**src/rtl/seq_gen_pkg.sv**
```systemverilog
// seq_gen_pkg: shared definitions for the recurrence generator, its ALU and
// the display logic downstream.
//   state_e  - generator FSM state encoding
//   OP_*     - opcode values presented on the op input

package seq_gen_pkg;

   typedef enum logic [1:0] {
      S_IDLE = 2'b00,
      S_RUN  = 2'b01,
      S_HALT = 2'b10
   } state_e;

   localparam logic [2:0] OP_ADD = 3'b000;
   localparam logic [2:0] OP_SUB = 3'b001;
   localparam logic [2:0] OP_AND = 3'b010;
   localparam logic [2:0] OP_OR  = 3'b011;
   localparam logic [2:0] OP_XOR = 3'b100;

endpackage

```
**src/rtl/seq_alu.sv**
```systemverilog
// seq_alu: combinational operator for one recurrence step, y = a OP b.
//   a, b    in  WIDTH  operands (a = older term, b = newer term)
//   op      in  3      opcode, unsupported values give y = 0
//   y       out WIDTH  result truncated to WIDTH bits
//   carry   out 1      ADD carried out of WIDTH bits (0 for other ops)
//   borrow  out 1      SUB with a < b (0 for other ops)
//   zero    out 1      y is all zeros

module seq_alu
   import seq_gen_pkg::*;
#(
   parameter int WIDTH = 7
) (
   input  logic [WIDTH-1:0] a,
   input  logic [WIDTH-1:0] b,
   input  logic [2:0]       op,
   output logic [WIDTH-1:0] y,
   output logic             carry,
   output logic             borrow,
   output logic             zero
);

   logic [WIDTH:0] r;

   always_comb begin
      r      = '0;
      carry  = 1'b0;
      borrow = 1'b0;
      case (op)
         OP_ADD: begin
            r     = {1'b0, a} + {1'b0, b};
            carry = r[WIDTH];
         end
         OP_SUB: begin
            // the extra MSB of an unsigned difference is set exactly when a < b
            r      = {1'b0, a} - {1'b0, b};
            borrow = r[WIDTH];
         end
         OP_AND:  r = {1'b0, a & b};
         OP_OR:   r = {1'b0, a | b};
         OP_XOR:  r = {1'b0, a ^ b};
         default: r = '0;
      endcase
   end

   assign y    = r[WIDTH-1:0];
   assign zero = (y == '0);

endmodule

```
**src/rtl/seq_gen.sv**
```systemverilog
// seq_gen: two-term recurrence generator f(n) = f(n-2) OP f(n-1).
// Advances on a step button rising edge, or on an internal prescaled tick
// when auto_en is set. Halts on ADD carry / SUB borrow or at MAX_STEPS.
//   clk       in   system clock
//   rst       in   async active-high reset
//   step_btn  in   step button level (already synchronous)
//   auto_en   in   1 = advance on tick, 0 = advance on button edge
//   clr       in   synchronous clear back to IDLE
//   op        in   opcode (see seq_gen_pkg)
//   d0, d1    in   seeds for prev / f, captured on the first advance
//   f, prev   out  current / previous term
//   count     out  terms produced since load
//   ovf       out  sticky carry/borrow flag
//   halted    out  generator is in HALT
//
// state  | meaning
// IDLE   | waiting for a button edge to load the seeds
// RUN    | advancing one term per adv
// HALT   | frozen after overflow or step limit; only clr/rst leave

module seq_gen
   import seq_gen_pkg::*;
#(
   parameter int WIDTH     = 7,
   parameter int CNT_W     = 8,
   parameter int MAX_STEPS = 255,
   parameter int DIV       = 4
) (
   input  logic             clk,
   input  logic             rst,
   input  logic             step_btn,
   input  logic             auto_en,
   input  logic             clr,
   input  logic [2:0]       op,
   input  logic [WIDTH-1:0] d0,
   input  logic [WIDTH-1:0] d1,
   output logic [WIDTH-1:0] f,
   output logic [WIDTH-1:0] prev,
   output logic [CNT_W-1:0] count,
   output logic             ovf,
   output logic             halted
);

   localparam int PW = $clog2(DIV);

   state_e           state_q, state_d;
   logic             btn_q;
   logic [PW-1:0]    presc_q, presc_d;
   logic [WIDTH-1:0] f_q, f_d, prev_q, prev_d;
   logic [CNT_W-1:0] count_q, count_d, count_inc;
   logic             ovf_q, ovf_d;

   logic             step_p, tick, adv;
   logic [WIDTH-1:0] alu_y;
   logic             alu_carry, alu_borrow, unused_alu_zero;

   seq_alu #(.WIDTH(WIDTH)) u_alu (
      .a      (prev_q),
      .b      (f_q),
      .op     (op),
      .y      (alu_y),
      .carry  (alu_carry),
      .borrow (alu_borrow),
      .zero   (unused_alu_zero)
   );

   assign step_p    = step_btn & ~btn_q;
   assign tick      = (state_q == S_RUN) && auto_en && (presc_q == PW'(DIV - 1));
   // IDLE always loads on a button edge, even in auto mode
   assign adv       = (state_q == S_IDLE) ? step_p : (auto_en ? tick : step_p);
   assign count_inc = count_q + CNT_W'(1);

   always_comb begin
      state_d = state_q;
      f_d     = f_q;
      prev_d  = prev_q;
      count_d = count_q;
      ovf_d   = ovf_q;
      presc_d = '0;

      // prescaler runs only in RUN with auto_en; otherwise held at 0 so a
      // fresh RUN or re-enabled auto mode always waits a full DIV period
      if (state_q == S_RUN && auto_en) begin
         presc_d = tick ? '0 : presc_q + PW'(1);
      end

      if (clr) begin
         state_d = S_IDLE;
         f_d     = '0;
         prev_d  = '0;
         count_d = '0;
         ovf_d   = 1'b0;
      end else begin
         case (state_q)
            S_IDLE: begin
               if (adv) begin
                  prev_d  = d0;
                  f_d     = d1;
                  count_d = CNT_W'(1);
                  ovf_d   = 1'b0;
                  state_d = S_RUN;
               end
            end
            S_RUN: begin
               if (adv) begin
                  if (alu_carry || alu_borrow) begin
                     ovf_d   = 1'b1;
                     state_d = S_HALT;
                  end else begin
                     prev_d  = f_q;
                     f_d     = alu_y;
                     count_d = count_inc;
                     if (count_inc == CNT_W'(MAX_STEPS)) begin
                        state_d = S_HALT;
                     end
                  end
               end
            end
            S_HALT:  state_d = S_HALT;
            default: state_d = S_IDLE;
         endcase
      end
   end

   always_ff @(posedge clk or posedge rst) begin
      if (rst) begin
         state_q <= S_IDLE;
         btn_q   <= 1'b0;
         presc_q <= '0;
         f_q     <= '0;
         prev_q  <= '0;
         count_q <= '0;
         ovf_q   <= 1'b0;
      end else begin
         state_q <= state_d;
         btn_q   <= step_btn;
         presc_q <= presc_d;
         f_q     <= f_d;
         prev_q  <= prev_d;
         count_q <= count_d;
         ovf_q   <= ovf_d;
      end
   end

   assign f      = f_q;
   assign prev   = prev_q;
   assign count  = count_q;
   assign ovf    = ovf_q;
   assign halted = (state_q == S_HALT);

endmodule

```
**config.mk**
```make
export PLATFORM = sky130hd
export DESIGN_NAME = seq_gen
export DESIGN_NICKNAME = d
export VERILOG_FILES = /design/src/rtl/seq_gen_pkg.sv /design/src/rtl/seq_alu.sv /design/src/rtl/seq_gen.sv
export SDC_FILE = /design/constraint.sdc
export NUM_CORES = 1
export LEC_CHECK = 0
export CORE_ASPECT_RATIO = 0.6
export CORE_MARGIN = 2
export CORE_UTILIZATION = 50
export CTS_BUF_LIST = sky130_fd_sc_hd__clkbuf_16
export DETAILED_ROUTE_END_ITERATION = 10
export PLACE_DENSITY = 0.81
export SETUP_SLACK_MARGIN = 0.02
export SYNTH_ARGS = -nofsm -noshare
export SYNTH_HDL_FRONTEND = slang
export SYNTH_SLANG_ARGS = --single-unit
```
**constraint.sdc**
```tcl
create_clock -name clk -period 6.22 [get_ports clk]
set_input_delay 0.622 -clock clk [delete_from_list [all_inputs] [get_ports clk]]
set_output_delay 0.622 -clock clk [all_outputs]
set_load 0.01 [all_outputs]
```
Run 1, the metal 1 layer:
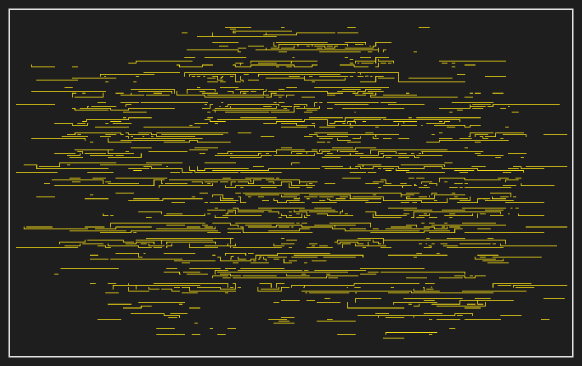
The layer holds 49% of the routed length. 353 nets have wire on it. The layer carries 3520 um of wire. The longest straight run is 30.8 um.

Run 1, I/O nets highlighted:
Bar = 20 um.
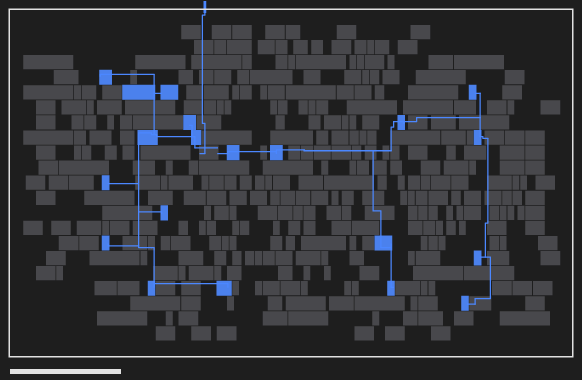
Key: clr = blue [direction input, end cells 20, wire 261 um]

Run 1, routing congestion:
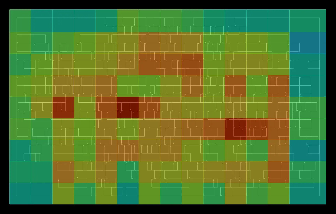
DR WL/cell: 16.36 um
met1 GRT Util: 37.32%
GRT Overall Usage: 23.37%
GR Util met3: 4.251%
gr busiest metal: met1

==> impl_metrics.toml, run 1 <==
# yosys + openroad results
[logic_synthesis]
postSynthRegisterBits = 28
synth_dominant_cell_count = "nor2_1"
synth-edff-count = 0
synth_area_um2 = 2848
syn_nets = 381
ys_types = 63
syn_avg_cell_area_um2 = 8.656
synth.top_cells.by_area = "dfrtp_1 (25%), ha_1 (12%), mux2i_1 (5.6%)"

[final_layout]
logic_gate_count = 252
buf_share_pct = 13.58
biggestCellCategory = "multi-input combinational cells"
comb_share_pct = 56.90
comb_area_um2 = 1919
final_nets = 414
inverters = 31
final_cells = 441
seq_cells = 28
clkCellAreaFrac_pct = 2.337

[clock_tree]
ctsResizeCount = 0
clk_pin_slew_ns = 0.07
ctsRootBufferMaster = "clkbuf_16"
htreeDepth = 1

[pwr]
p_int_uw = 491.0
power_frac_comb_pct = 53.6
power_uw = 840.9

[sta]
fmax_mhz = 299.2
slew_viol_final = 0
max_slew.worst_pin.slew_ns = 1.116
setup_viol = 0
slew_headroom_pct = 25.51
clock_skew_ns = 0.002130

[floorplan]
die_area_um2 = 6335

[worst_hold_path]
worst_hold_path.num_cells = 1

[run_status]
outcome = "complete, no violations"

[critical_path]
slowest_stage = "clkdlybuf4s50_1"
worstSetupEndpoint = "count[0]$_DFFE_PP0P_"
critPathRequiredTime_ns = 6.37
rr_endpoint = "count[0]$_DFFE_PP0P_"
cp-end-kind = "flip-flop"

[route]
vias = 2638

[global_routing]
grt_pass1_vias = 2401
globalRouteOverflowTotal = 0

[placed_design]
place_area_um2 = 3294
==> run 1: state kept, by name, summed over array words and instances (netlist names) <==
name     flops
btn_q        1
count        8
f            7
ovf          1
presc_q      2
prev         7
state_q      2
==> run 1: logic make-up (layout without fill, tap and decap cells) <==
group,after synthesis,in the layout,share of synthesized area [%]
AOI/OAI and AO/OA,75,75,20.48
muxes,27,27,10.37
and+or+nand+nor,116,116,21.62
DFF,28,28,24.60
buffers and inverters,49,81,7.996
adders and majority gates,30,30,13.71
xor gates and xnor gates,4,4,1.230
==> run 1: power groups by stage <==
stage	Combinational [uW]	Sequential (uW)	Clock (uW)
5_1_grt	493	247	158
3_5_place_dp	445	245	0
6_report	451	242	149
3_3_place_gp	433	243	0
2_1_floorplan	314	247	0
4_1_cts	447	242	152
## Run 2: what changed since run 1
CORE_UTILIZATION = 49   (was 50)
PLACE_DENSITY = 0.83   (was 0.81)
clock period = 3 ns   (was 6.22 ns; I/O delays follow)
==> impl_metrics.toml, run 2 <==
# yosys + openroad results
[logic_synthesis]
synth-edff-count = 0
ys_types = 63
synth.top_cells.by_area = "dfrtp_1 (25%), ha_1 (12%), mux2i_1 (5.6%)"
syn_avg_cell_area_um2 = 8.656
synth_dominant_cell_count = "nor2_1"
syn_nets = 381

[global_routing]
track_usage_pct = 22.88
globalRouteOverflowTotal = 0

[sta]
max_slew.worst_pin.slew_ns = 0.6336
slew_headroom_pct = 57.76
slew_viol_final = 0
fmax_mhz = 371.8
setup_viol = 0

[clock_tree]
ctsResizeCount = 0
htreeDepth = 1
clk_pin_slew_ns = 0.07
ctsRootBufferMaster = "clkbuf_16"

[critical_path]
worstSetupEndpoint = "prev[4]$_DFFE_PP0P_"
cp-end-kind = "flip-flop"
critPathRequiredTime_ns = 3.16

[final_layout]
seq_cells = 28
buf_share_pct = 15.76
final_nets = 424
comb_share_pct = 55.46
final_cells = 451

[pwr]
power_frac_comb_pct = 54.3
powerSeq_uw = 498
p_int_uw = 1039
p_comb_uw = 962

[run_status]
outcome = "complete, no violations"

[placed_design]
place_area_um2 = 3382
==> run 2: logic make-up (layout without fill, tap and decap cells) <==
logic type                 Yosys count  in the layout  share of synthesized area, %
buffers and inverters               49             91                         7.996
muxes                               27             27                         10.37
xor gates and xnor gates             4              4                         1.230
DFF                                 28             28                         24.60
adders and majority gates           30             30                         13.71
AOI/OAI and AO/OA                   75             75                         20.48
and+or+nand+nor                    116            116                         21.62
==> run 2: metal layers <==
| layer | GRT usage (%) | wire (um) | vias up |
|---|---|---|---|
| li1 | - | - | 1270 |
| met1 | 38.03 | 3858 | 1214 |
| met2 | 30.07 | 2922 | 111 |
| met3 | 4.218 | 566 | 10 |
| met4 | 4.333 | 36 | 0 |
| met5 | 0 | 0 | - |
Run 2, clock network drawn from the DEF:
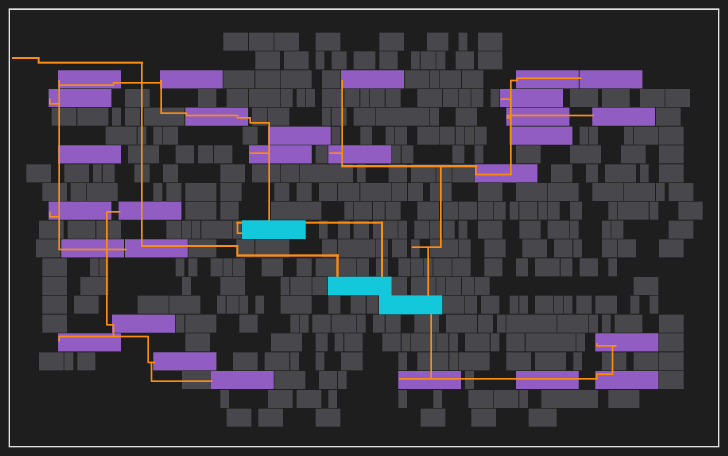
Key: flip-flops = purple [count 28]; clock wires = orange [length 419 um]; clock drivers = cyan [count 3]
There are 4 routed clock nets. Position of the flops: widely spread.

Run 2, routing congestion:
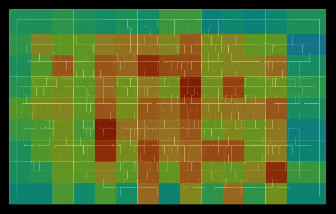
GR Util met3: 4.218%
DR WL/cell: 16.37 um

Run 2, the metal 1 layer:
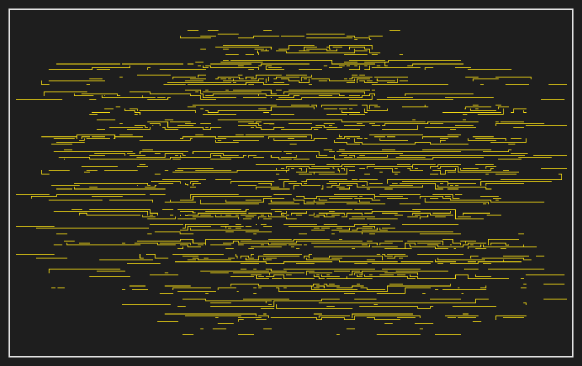
aggregate routed wire length: 7.384 mm
via count: 2605
met1 GRT Util: 38.03%

## Run 3: what changed since run 2
CORE_UTILIZATION = 50   (was 49)
PLACE_DENSITY = 0.81   (was 0.83)
clock period = 3.1 ns   (was 3 ns; I/O delays follow)
==> impl_metrics.toml, run 3 <==
# yosys + openroad results
[critical_path]
critPathRequiredTime_ns = 3.25
worstSetupEndpoint = "prev[5]$_DFFE_PP0P_"
cp-end-kind = "flip-flop"

[route]
top_layer_used = "met4"
vias = 2625
wl_per_cell_um = 16.09
drt-met1-wl_mm = 3.755
met2_length_mm = 2.858
drt-total-wl_mm = 7.258

[logic_synthesis]
synth_dominant_cell_count = "nor2_1"
syn_nets = 381
syn_inst = 329
synth-edff-count = 0
syn_avg_cell_area_um2 = 8.656
synth.top_cells.by_area = "dfrtp_1 (25%), ha_1 (12%), mux2i_1 (5.6%)"

[global_routing]
track_usage_pct = 23.83
globalRouteOverflowTotal = 0
grt.met2_usage_pct = 33.11
met3_usage_pct = 4.586
grt_use_met1_pct = 39.33

[pwr]
power_frac_comb_pct = 53.7
powerSeq_uw = 481
p_int_uw = 996.7
p_clk_uw = 307
p_comb_uw = 916

[clock_tree]
cts.sinks = 28
htreeDepth = 1
clk_pin_slew_ns = 0.07
ctsRootBufferMaster = "clkbuf_16"
ctsResizeCount = 0

[sta]
slew_headroom_pct = 65.55
fmax_mhz = 385.2
setup_viol = 0
slew_viol_final = 0
max_slew.worst_pin.slew_ns = 0.5140

[final_layout]
final_nets = 424

[placed_design]
place_area_um2 = 3369

[run_status]
outcome = "complete, no violations"
## run 3: cell counts in the layout (fill, tap and decap cells not counted)
No cell type changed its count.
## run 3: cell type report
type,instances,share of cell area [%]
multi-input combinational,252,55.66
tap,80,2.903
clock inverter,1,0.1089
sequential,28,20.32
timing repair buffer,56,15.46
clock buffer,3,2.177
inverter,31,3.374
## run 3: kinds of logic (layout without fill, tap and decap cells)
| logic type | count (synthesis) | count (layout) | synth area share (%) |
|---|---|---|---|
| xor gates and xnor gates | 4 | 4 | 1.230 |
| adders and majority gates | 30 | 30 | 13.71 |
| muxes | 27 | 27 | 10.37 |
| buffers and inverters | 49 | 91 | 7.996 |
| DFF | 28 | 28 | 24.60 |
| AOI/OAI and AO/OA | 75 | 75 | 20.48 |
| and+or+nand+nor | 116 | 116 | 21.62 |
Run 3, the metal 1 layer:
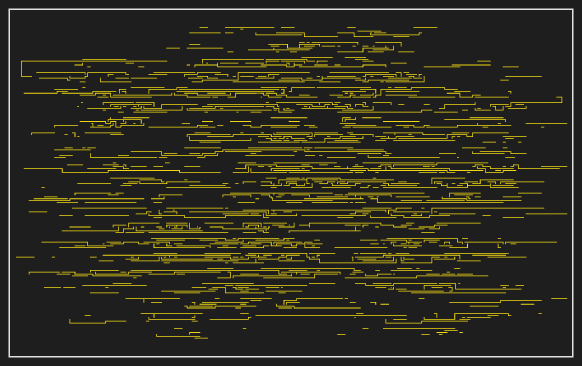
The wires run mostly horizontal. 361 nets have wire on it.

Run 3, I/O nets highlighted:
Bar = 20 um.
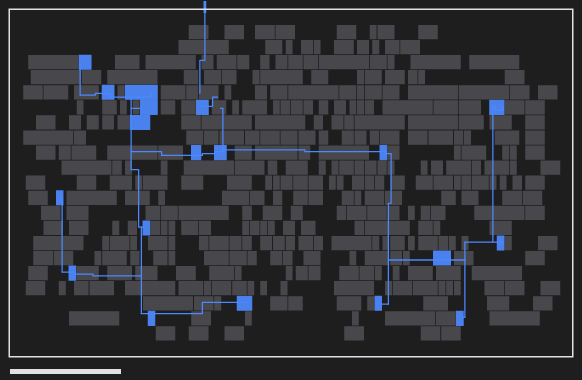
Key: clr = blue [direction input, end cells 20, wire 285 um]

Run 3, clock network drawn from the DEF:
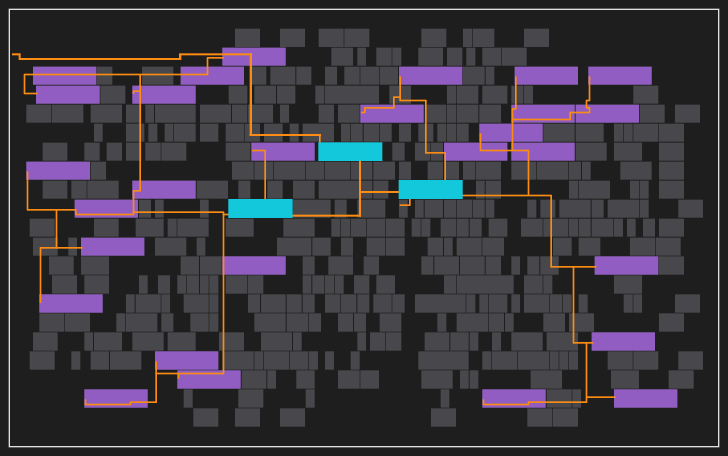
Key: clock drivers = cyan [count 3]; clock wires = orange [length 432 um]; flip-flops = purple [count 28]
There are 4 routed clock nets. Position of the flops: widely spread.

Power figures rest on the tool's default switching activity, not on a simulated workload.
